run_1/density.png
Drawn at 3 px/µm. 11 x 9 tiles, from dark blue (low) to red (high), 0 to 100% covered.
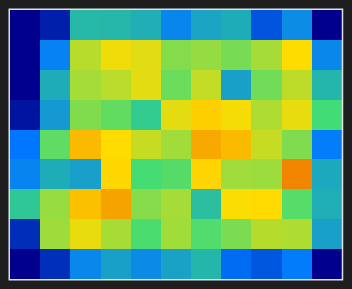
run_1/final_placement.png
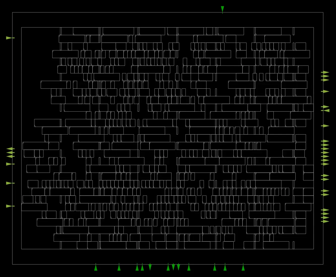
run_1/port_nets.png
Drawn at 2 px/µm.
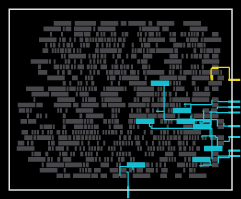
run_1/cell_classes.png
Drawn at 3 px/µm.
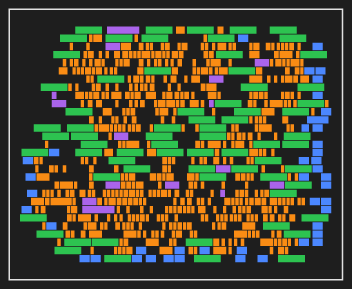
**src/rtl/temp_ram_reader_if.sv**
```systemverilog
// Sample-RAM read port plus the averaged result bus of the temperature reader.
// master = the reader block; slave = the RAM/consumer side.
`timescale 1ns/1ps
interface temp_ram_reader_if #(
  parameter int DATA_W = 12,
  parameter int ADDR_W = 4
);
  logic              start;
  logic [ADDR_W-1:0] ram_address;
  logic              ram_rden;
  logic [DATA_W-1:0] ram_q;
  logic              busy;
  logic              avg_valid;
  logic [DATA_W-1:0] avg_data;
  logic [7:0]        led;

  modport master (
    input  start, ram_q,
    output ram_address, ram_rden, busy, avg_valid, avg_data, led
  );

  modport slave (
    output start, ram_q,
    input  ram_address, ram_rden, busy, avg_valid, avg_data, led
  );
endinterface

```
**src/rtl/temp_ram_reader.sv**
```systemverilog
// Scans all 2^ADDR_W sample-RAM entries on start/periodic tick and publishes their mean.
// Result N+RD_LAT+1 cycles after trigger; no backpressure, triggers while busy are dropped.
`timescale 1ns/1ps
module temp_ram_reader #(
  parameter int DATA_W = 12,
  parameter int ADDR_W = 4,
  parameter int RD_LAT = 2,
  parameter int PERIOD = 50_000_000
) (
  input  logic                clk,
  input  logic                rst,
  temp_ram_reader_if.master   bus
);
  localparam int N     = 1 << ADDR_W;
  localparam int ACC_W = DATA_W + ADDR_W;
  localparam int PLIM  = (PERIOD > 0) ? PERIOD - 1 : 0;
  localparam int PCW   = (PLIM > 0) ? $clog2(PLIM + 1) : 1;

  typedef enum logic [1:0] {IDLE, READ, DRAIN, DONE} state_t;

  state_t            state;
  logic              tick;
  logic [RD_LAT-1:0] flag_pipe;
  logic              ret_vld;
  logic              last_ret;
  logic [ACC_W-1:0]  acc;
  logic [ACC_W-1:0]  acc_next;
  logic [DATA_W-1:0] avg_next;
  logic [ADDR_W-1:0] rcv_cnt;

  logic [ADDR_W-1:0] ram_address_q;
  logic              ram_rden_q;
  logic              busy_q;
  logic              avg_valid_q;
  logic [DATA_W-1:0] avg_data_q;
  logic [7:0]        led_q;

  // Free-running period counter; PERIOD of 0 removes the auto-trigger entirely.
  generate
    if (PERIOD > 0) begin : g_tick
      logic [PCW-1:0] per_cnt;

      always_ff @(posedge clk or posedge rst) begin
        if (rst)
          per_cnt <= '0;
        else if (per_cnt == PCW'(PLIM))
          per_cnt <= '0;
        else
          per_cnt <= per_cnt + 1'b1;
      end

      assign tick = (per_cnt == PCW'(PLIM));
    end else begin : g_no_tick
      assign tick = 1'b0;
    end
  endgenerate

  // Each issued read pushes a flag; the flag leaves the pipe when its data is on ram_q.
  always_ff @(posedge clk or posedge rst) begin
    if (rst)
      flag_pipe <= '0;
    else
      flag_pipe <= (flag_pipe << 1) | RD_LAT'(ram_rden_q);
  end

  assign ret_vld  = flag_pipe[RD_LAT-1];
  assign last_ret = ret_vld && (rcv_cnt == ADDR_W'(N - 1));
  assign acc_next = ret_vld ? (acc + ACC_W'(bus.ram_q)) : acc;
  assign avg_next = acc_next[ACC_W-1:ADDR_W];

  always_ff @(posedge clk or posedge rst) begin
    if (rst) begin
      state         <= IDLE;
      ram_address_q <= '0;
      ram_rden_q    <= 1'b0;
      busy_q        <= 1'b0;
      avg_valid_q   <= 1'b0;
      avg_data_q    <= '0;
      led_q         <= '0;
      acc           <= '0;
      rcv_cnt       <= '0;
    end else begin
      avg_valid_q <= 1'b0;
      acc         <= acc_next;
      if (ret_vld)
        rcv_cnt <= rcv_cnt + 1'b1;

      case (state)
        IDLE: begin
          if (bus.start || tick) begin
            state         <= READ;
            ram_rden_q    <= 1'b1;
            ram_address_q <= '0;
            busy_q        <= 1'b1;
            acc           <= '0;
            rcv_cnt       <= '0;
          end
        end
        READ: begin
          if (ram_address_q == ADDR_W'(N - 1)) begin
            ram_rden_q    <= 1'b0;
            ram_address_q <= '0;
            state         <= DRAIN;
          end else begin
            ram_address_q <= ram_address_q + 1'b1;
          end
        end
        DRAIN: begin
          // The final sample is folded in on the same edge that publishes the mean.
          if (last_ret) begin
            state       <= DONE;
            avg_valid_q <= 1'b1;
            avg_data_q  <= avg_next;
            led_q       <= avg_next[DATA_W-1 -: 8];
          end
        end
        DONE: begin
          state  <= IDLE;
          busy_q <= 1'b0;
        end
        default: state <= IDLE;
      endcase
    end
  end

  assign bus.ram_address = ram_address_q;
  assign bus.ram_rden    = ram_rden_q;
  assign bus.busy        = busy_q;
  assign bus.avg_valid   = avg_valid_q;
  assign bus.avg_data    = avg_data_q;
  assign bus.led         = led_q;
endmodule
```
**src/flat_wrapper.sv**
```systemverilog
// flat-port wrapper written by rule: the top's interface ports become plain ports
module temp_ram_reader_flat 
#(
  parameter int DATA_W = 12,
  parameter int ADDR_W = 4,
  parameter int RD_LAT = 2,
  parameter int PERIOD = 50_000_000
)
  (clk, rst, bus_start, bus_ram_q, bus_ram_address, bus_ram_rden, bus_busy, bus_avg_valid, bus_avg_data, bus_led);
  temp_ram_reader_if #(.DATA_W(DATA_W), .ADDR_W(ADDR_W)) bus_i ();
  input  logic clk;
  input  logic rst;
  input wire logic [$bits(bus_i.start)-1:0] bus_start;
  input wire logic [$bits(bus_i.ram_q)-1:0] bus_ram_q;
  output wire logic [$bits(bus_i.ram_address)-1:0] bus_ram_address;
  output wire logic [$bits(bus_i.ram_rden)-1:0] bus_ram_rden;
  output wire logic [$bits(bus_i.busy)-1:0] bus_busy;
  output wire logic [$bits(bus_i.avg_valid)-1:0] bus_avg_valid;
  output wire logic [$bits(bus_i.avg_data)-1:0] bus_avg_data;
  output wire logic [$bits(bus_i.led)-1:0] bus_led;
  assign bus_i.start = bus_start;
  assign bus_i.ram_q = bus_ram_q;
  assign bus_ram_address = bus_i.ram_address;
  assign bus_ram_rden = bus_i.ram_rden;
  assign bus_busy = bus_i.busy;
  assign bus_avg_valid = bus_i.avg_valid;
  assign bus_avg_data = bus_i.avg_data;
  assign bus_led = bus_i.led;
  temp_ram_reader #(.DATA_W(DATA_W), .ADDR_W(ADDR_W), .RD_LAT(RD_LAT), .PERIOD(PERIOD)) u_core (.clk(clk), .rst(rst), .bus(bus_i));
endmodule
```
**config.mk**
```make
export PLATFORM = sky130hd
export DESIGN_NAME = temp_ram_reader_flat
export DESIGN_NICKNAME = d
export VERILOG_FILES = /design/src/rtl/temp_ram_reader_if.sv /design/src/rtl/temp_ram_reader.sv /design/src/flat_wrapper.sv
export SDC_FILE = /design/constraint.sdc
export NUM_CORES = 1
export LEC_CHECK = 0
export ABC_AREA = 1
export CORE_ASPECT_RATIO = 0.8
export CORE_MARGIN = 3
export CORE_UTILIZATION = 49
export DETAILED_ROUTE_END_ITERATION = 12
export GPL_ROUTABILITY_DRIVEN = 0
export HOLD_SLACK_MARGIN = 0.1
export PLACE_DENSITY = 0.7
export SYNTH_ARGS = -nofsm -noshare
export SYNTH_HDL_FRONTEND = slang
export SYNTH_SLANG_ARGS = --single-unit
```
**constraint.sdc**
```tcl
create_clock -name clk -period 3.8 [get_ports clk]
set_clock_uncertainty 0.05 [all_clocks]
set_input_delay 0.57 -clock clk [delete_from_list [all_inputs] [get_ports clk]]
set_output_delay 0.57 -clock clk [all_outputs]
set_load 0.02 [all_outputs]
```
==> results.toml, run 1 <==
# synthesis and place-and-route metrics
[outcome]
status = "finished, final reports clean"

[logic_synthesis]
ys_seq_share_pct = 40.3
ys_async_sr_fraction_pct = 100
synth_top_flop_cell = "dfrtp_1"
mux_area_share_pct = 0
simple_gate_area_share_pct = 36.4
synth_xor_xnor_area_share_pct = 4.09
synth-seq-cells = 69
fa_ha_area_share_pct = 6.01
ys.warnings.count = 0
edf_count = 0
synthesis.area_mm2 = 0.00429
syn_nets = 625
syn_inst = 590
ys_top_logic_family = "simple AND/OR/NAND/NOR gates"
ys_types = 32
ys_area_mm2 = 0.00429
ys_cells = 590
synthAoiAreaFrac_pct = 4.14

[clocking]
cts_hold_buf = 0
cts_setup_buffers = 0
clk-insertion-delay-late_ns = 0.36
postCtsResizedCells = 0
cts_tree = "done"
cts_inserted_buffers = 9
clk_pin_slew_ns = 0.08
cts_root_buf = "clkbuf_8"
h-tree-depth = 3
cts_sinks = 69
cts_max_path_buffers = 2

[power_and_ir_drop]
power.group.top = "registers"
internal_power_mw = 1.14
p_seq_share_pct = 50.3
p_switching_mw = 0.320
pg_seq_mw = 0.736
comb_power_share_pct = 4.7
p_per_area_mw_per_mm2 = 295
irDropWorstVdd_mv = 0.160
power_frac_clock_pct = 45.0
switching_share_pct = 21.9
power_mw = 1.46
p_leak_nw = 2.59

[final_timing]
max-slew-margin-rel_pct = 60.7
fin_crit_ns = 2.28
setup-tns-final_ns = 0
rsz0062_at_grt = "false"
period_used_pct = 59.9
finalSetupViolCount = 0
fin_ws_ns = 1.52
max_freq_mhz = 439
hold_viol_final = 0
slew_violations = 0
worst_pin_slew_ns = 0.588

[critical_path]
path_class = "in2reg"
cp_max_fo = 5
critPathMaxStageDelay_ns = 0.46
crit_buf_inv = 1
critPathLaunch = "bus_ram_q[0]"
path_delay_family = "simple AND/OR/NAND/NOR gates"
ff2ff_path_depth = 7
crit_slowest_cell = "fa_1"
cp_num_cells = 11
cp-end-kind = "register"
cp.arrival_ns = 2.44
reg2reg_slack_ns = 1.68
cpMostUsedCell = "nand3_1"
timing.rr.end = "u_core.bus.led[2]$_DFFE_PP0P_"
required_ns = 3.96
worst_setup_path_start_kind = "input port"
r2r-start = "u_core.flag_pipe[1]$_DFF_PP0_"
worstSetupEndpoint = "u_core.bus.led[0]$_DFFE_PP0P_"

[min_path]
hold_depth = 0
holdPathEnd = "u_core.flag_pipe[1]$_DFF_PP0_"
hp-start = "u_core.flag_pipe[0]$_DFF_PP0_"
hold_path.class = "reg2reg"

[die]
die-area_mm2 = 0.00992
die_x_um = 111
fp.dieH_um = 89.7

[global_route]
grt_pass1_vias = 3469
grt_pass1_wl_um = 16600
grt_max_degree = 70
gr-usage-all-layers_pct = 21.0
grt_antenna_before_repair = 0
use_met2_pct = 31.4
met3_usage_pct = 4.96
overflow = 0
globalRouteMet1Util_pct = 30.0

[detailed_routing]
drt-met1-wl_um = 4880
highest_layer = "met4"
vias = 3850
wirelength_um = 9770
routedWlPerCell_um = 13.2
drt_iter0_drc = 247
drc = 0
dr.pass1.iters = 5
dr_wl_met2_um = 4130
viasPerCell = 5.20
dr_wl_met3_um = 576

[layout]
drive_gt1_share_pct = 7.59
syn_to_final_growth_pct = 15.9
finalNetCount = 663
combGateArea_mm2 = 0.00217
antenna-diode-count = 0
seqCellArea_mm2 = 0.00173

[placed_design]
place_inst = 725
placed_area_mm2 = 0.00476
post-place-ws_ns = 1.18
dp_hpwl_um = 7230

[run]
warnings = 29
cap_violations = 0
## Picture notes: density.png
The mean over all tiles is 49%. The fullest tile reaches 85%. 10% of the tiles are over 75% full. 6.1% of the tiles are nearly empty. The densest ninth of the die: center.
Core Region: 0.00820 mm²
fin util: 60.6%
Initial Util: 52.3%

## Picture notes: final_placement.png
fillers: 776
Finished Layout Cells: 740
Tap Count: 108
row cnt: 29
flop count: 69

## Picture notes: port_nets.png
rst: drawn in yellow, bits 1, direction input, edge right, end cells 1, buffers 1, wire 23.7 µm. bus_led: drawn in cyan, bits 8, direction output, edge 7 right, 1 bottom, end cells 8, buffers 8, wire 269 µm.
number of primary I/O pins: 42
port bufs: 41

## Picture notes: cell_classes.png
other buffers and delay cells: drawn in blue, cells 43. all other logic: drawn in orange, cells 505. clock drivers and dummy loads: drawn in purple, cells 15. flip-flops: drawn in green, cells 69.
Final Cell Area: 0.00497 mm²
Seq/total area: 34.8%

-- run 1: cell type report --
class / count / area share, %
Clock buffer: 10 / 2.77
Sequential cell: 69 / 34.8
Timing Repair Buffer: 43 / 8.81
Multi-Input combinational cell: 429 / 43.7
Clock inverter: 5 / 1.51
Inverter: 76 / 5.74
Tap cell: 108 / 2.72
-- run 1: registers in the layout, summed over array words and instances, names as in the netlist --
name	cells
u_core.g_tick.per_cnt	26
u_core.acc	16
u_core.bus.led	8
u_core.bus.avg_data	4
u_core.bus.ram_address	4
u_core.rcv_cnt	4
u_core.flag_pipe	2
u_core.state	2
u_core.bus.avg_valid	1
u_core.bus.busy	1
u_core.bus.ram_rden	1
-- run 1: cells in the mapped netlist, types with 2 or more instances --
library cell  number  area share (%)
nor3b_1            2            0.35
nor2_2             4            0.58
and2_1             2            0.29
nand3_2            3            0.70
ha_1              19             5.5
nand4_1           14             2.0
inv_2              7            0.61
nor3_1            13             1.5
nand3_1           42             4.9
nand2_2            4            0.58
xor2_1            17             3.5
a21boi_0           2            0.35
o21ai_0           16             1.9
clkbuf_1           3            0.26
xnor2_1            3            0.61
nor2_1            76             6.7
inv_1             69             6.0
buf_2              3            0.35
nand2_1          175              15
nand3b_1           4            0.70
buf_4              9             1.6
nor4_1             4            0.58
or2_2              9             1.3
dfrtp_1           69              40
a21oi_1           12             1.4
nor3_2             3            0.70
-- run 1: cell usage in the layout (no fill, tap or decap), types with 8 or more instances in the layout --
cell,synthesis,routed
nor2_1,76,76
o21ai_0,16,16
xor2_1,17,17
nand3_1,42,42
clkbuf_8,0,10
a21oi_1,12,12
dfrtp_1,69,69
clkdlybuf4s50_1,0,41
inv_1,69,68
or2_2,9,9
nand2_1,175,175
ha_1,19,19
nand4_1,14,14
nor3_1,13,13
inv_2,7,8
## Run 2: what changed since run 1
==> constraint.sdc (replaced) <==
create_clock -name clk -period 2.4 [get_ports clk]
set_clock_uncertainty 0.05 [all_clocks]
set_input_delay 0.36 -clock clk [delete_from_list [all_inputs] [get_ports clk]]
set_output_delay 0.36 -clock clk [all_outputs]
set_load 0.02 [all_outputs]
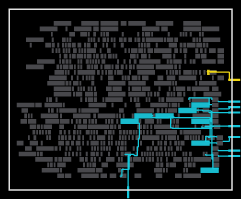
run_2/port_nets.png
Drawn at 2 px/µm.
bus_led: drawn in cyan, bits 8, direction output, edge 7 right, 1 bottom, end cells 8, buffers 8, wire 273 µm. rst: drawn in yellow, bits 1, direction input, edge right, end cells 1, buffers 1, wire 18.7 µm.

==> run 2 against run 1 <==
Against the previous run:
- synthesized cell count is the same
- combinational power grew about 60%
- first-iteration DRC count shrank 3.2%
- sequential share of layout area shrank 0.35 points
- count of clock-buffer cells in the layout is the same
- cell area grew 1.0%
- critical endpoint unchanged
- largest cell class unchanged
- highest routed layer unchanged
==> results.toml, run 2 <==
# synthesis and place-and-route metrics
[logic_synthesis]
synth-seq-cells = 69
area_leaders = "dfrtp_1, nand2_1, nor2_1, inv_1, ha_1"
fa_ha_area_share_pct = 6.01
ys.warnings.count = 0
synth_top_flop_cell = "dfrtp_1"
mux_area_share_pct = 0
ys_seq_share_pct = 40.3
ys_types = 32
edf_count = 0
synth.most_common_cell = "nand2_1"
synthesis.area_mm2 = 0.00429
ys_cells = 590
ys_top_cells_by_count = "nand2_1, nor2_1, dfrtp_1, inv_1, nand3_1"
synth_top_cell_by_area = "dfrtp_1"
synth_xor_xnor_area_share_pct = 4.09
top_cell_area_share_pct = 40.3
avgSynthCellArea_um2 = 7.27
syn_inst = 590
ys_area_mm2 = 0.00429
synthAoiAreaFrac_pct = 4.14
ys_async_sr_fraction_pct = 100
syn_nets = 625

[layout]
largest_register_ffs = 26
utilization_pct = 61.2
antenna-diode-count = 0
layout_top_cell = "nand2_1"
regMostFlops = "u_core.g_tick.per_cnt"
fill_cells = 750
final_layout_top_logic_cells = "nand2_1, nor2_1, dfrtp_1"
finalNetCount = 665
drive_gt1_share_pct = 8.03
syn_to_final_growth_pct = 17.0

[power_and_ir_drop]
switching_share_pct = 21.5
power_frac_clock_pct = 48.0
p_per_area_mw_per_mm2 = 489
power.group.top = "the clock network"
comb_power_share_pct = 4.5
irDropWorstVdd_mv = 0.258
p_leak_nw = 2.61
internal_power_mw = 1.93
p_switching_mw = 0.528
pg_seq_mw = 1.16
p_seq_share_pct = 47.5

[min_path]
hold_path.class = "reg2reg"
hold_depth = 0

[final_timing]
period_used_pct = 86.6
max-slew-margin-rel_pct = 68.4
hold_viol_final = 0
worst_pin_slew_ns = 0.470
setup-tns-final_ns = 0
rsz0062_at_grt = "false"
slew_violations = 0
max_freq_mhz = 481
fin_crit_ns = 2.08
finalSetupViolCount = 0

[die]
io_pins = 42
fp.dieH_um = 89.7
die-area_mm2 = 0.00992
die_x_um = 111
initial_core_util_pct = 52.3
num_rows = 29
coreArea_mm2 = 0.00820

[placed_design]
port_buffers = 41
dp_hpwl_um = 7200

[clocking]
cts_max_path_buffers = 2
cts_inserted_buffers = 9
postCtsResizedCells = 0
clk_pin_slew_ns = 0.08
clk-insertion-delay-late_ns = 0.35
cts_hold_buf = 0
cts_tree = "done"
cts_sinks = 69
h-tree-depth = 3

[global_route]
grt_antenna_before_repair = 0
grt_max_degree = 70
grt_pass1_vias = 3496
overflow = 0
grt_pass1_wl_um = 16900

[detailed_routing]
routedWlPerCell_um = 13.2
viasPerCell = 5.15
drt_iter0_drc = 239
dr.pass1.iters = 5
drc = 0

[critical_path]
reg2reg_slack_ns = 0.34
required_ns = 2.60
worst_setup_path_start_kind = "input port"
path_class = "in2reg"
cp-end-kind = "register"
cp.arrival_ns = 2.28
cp_max_fo = 5

[outcome]
status = "finished, final reports clean"

[run]
warnings = 29
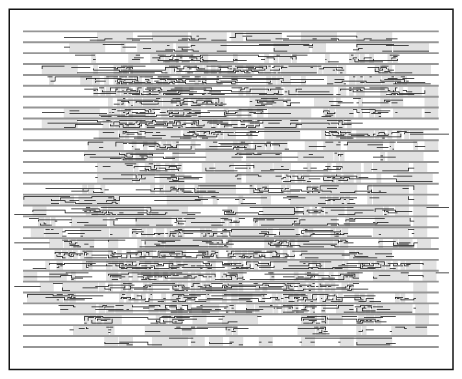
run_2/met1.png
Drawn at 4 px/µm. Supply wires on this layer in gray.
The layer holds 51% of the routed length. 608 nets have wire on it. The longest straight run is 37.7 µm. The wires run mostly horizontal.
Detailed Route WL: 9810 µm
DR vias: 3826
GR Util met1: 30.9%

==> run 2: cell type report <==
cell class | instances | area (µm²) | share of cell area, %
clock inverters | 6 | 110 | 2.19
clock buffers | 10 | 138 | 2.74
well taps | 108 | 135 | 2.69
multi-input cells | 429 | 2170 | 43.3
inverters | 76 | 285 | 5.68
repair buffers | 45 | 453 | 9.03
flip-flops and latches | 69 | 1730 | 34.4
==> run 2: worst paths after layout <==
check	endpoint	from
max	u_core.bus.led[0]$_DFFE_PP0P_	bus_ram_q[0]
min	u_core.flag_pipe[1]$_DFF_PP0_	u_core.flag_pipe[0]$_DFF_PP0_
max reg2reg	u_core.acc[14]$_DFF_PP0_	u_core.g_tick.per_cnt[0]$_DFF_PP0_
min reg2reg	u_core.flag_pipe[1]$_DFF_PP0_	u_core.flag_pipe[0]$_DFF_PP0_
max in group asynchronous	u_core.bus.led[5]$_DFFE_PP0P_	rst
min in group asynchronous	u_core.bus.busy$_DFFE_PP0P_	rst
==> run 2: worst max-delay path, cell delays in order <==
cell and delay, ns:
clkdlybuf4s50_1 0.40, ha_1 0.23, fa_1 0.45, nand3_1 0.10
nand3_1 0.16, nand2_1 0.13, nand4_1 0.08, nand3_1 0.08
nand2_1 0.06, o21ai_0 0.22
==> run 2: through the flow <==
stage	worst slack, ns	power [mW]	area (µm²)	instances
2_1_floorplan	0.250	1.25	4290	590
3_3_place_gp	0.0598	1.30	4770	727
6_report	0.321	2.45	5020	743
4_1_cts	0.329	2.48	5020	743
3_5_place_dp	-0.0631	1.30	4770	727
5_1_grt	0.128	2.54	5020	743
==> run 2: per-layer routing <==
metal	up-vias	global-route usage [%]	part of all wire [%]
met5	-	0	0
met4	0	4.92	1.3
met3	13	5.09	6.7
met2	113	31.7	41
met1	1763	30.9	51
li1	1937	-	-
Power is estimated from default activity; no workload was simulated.
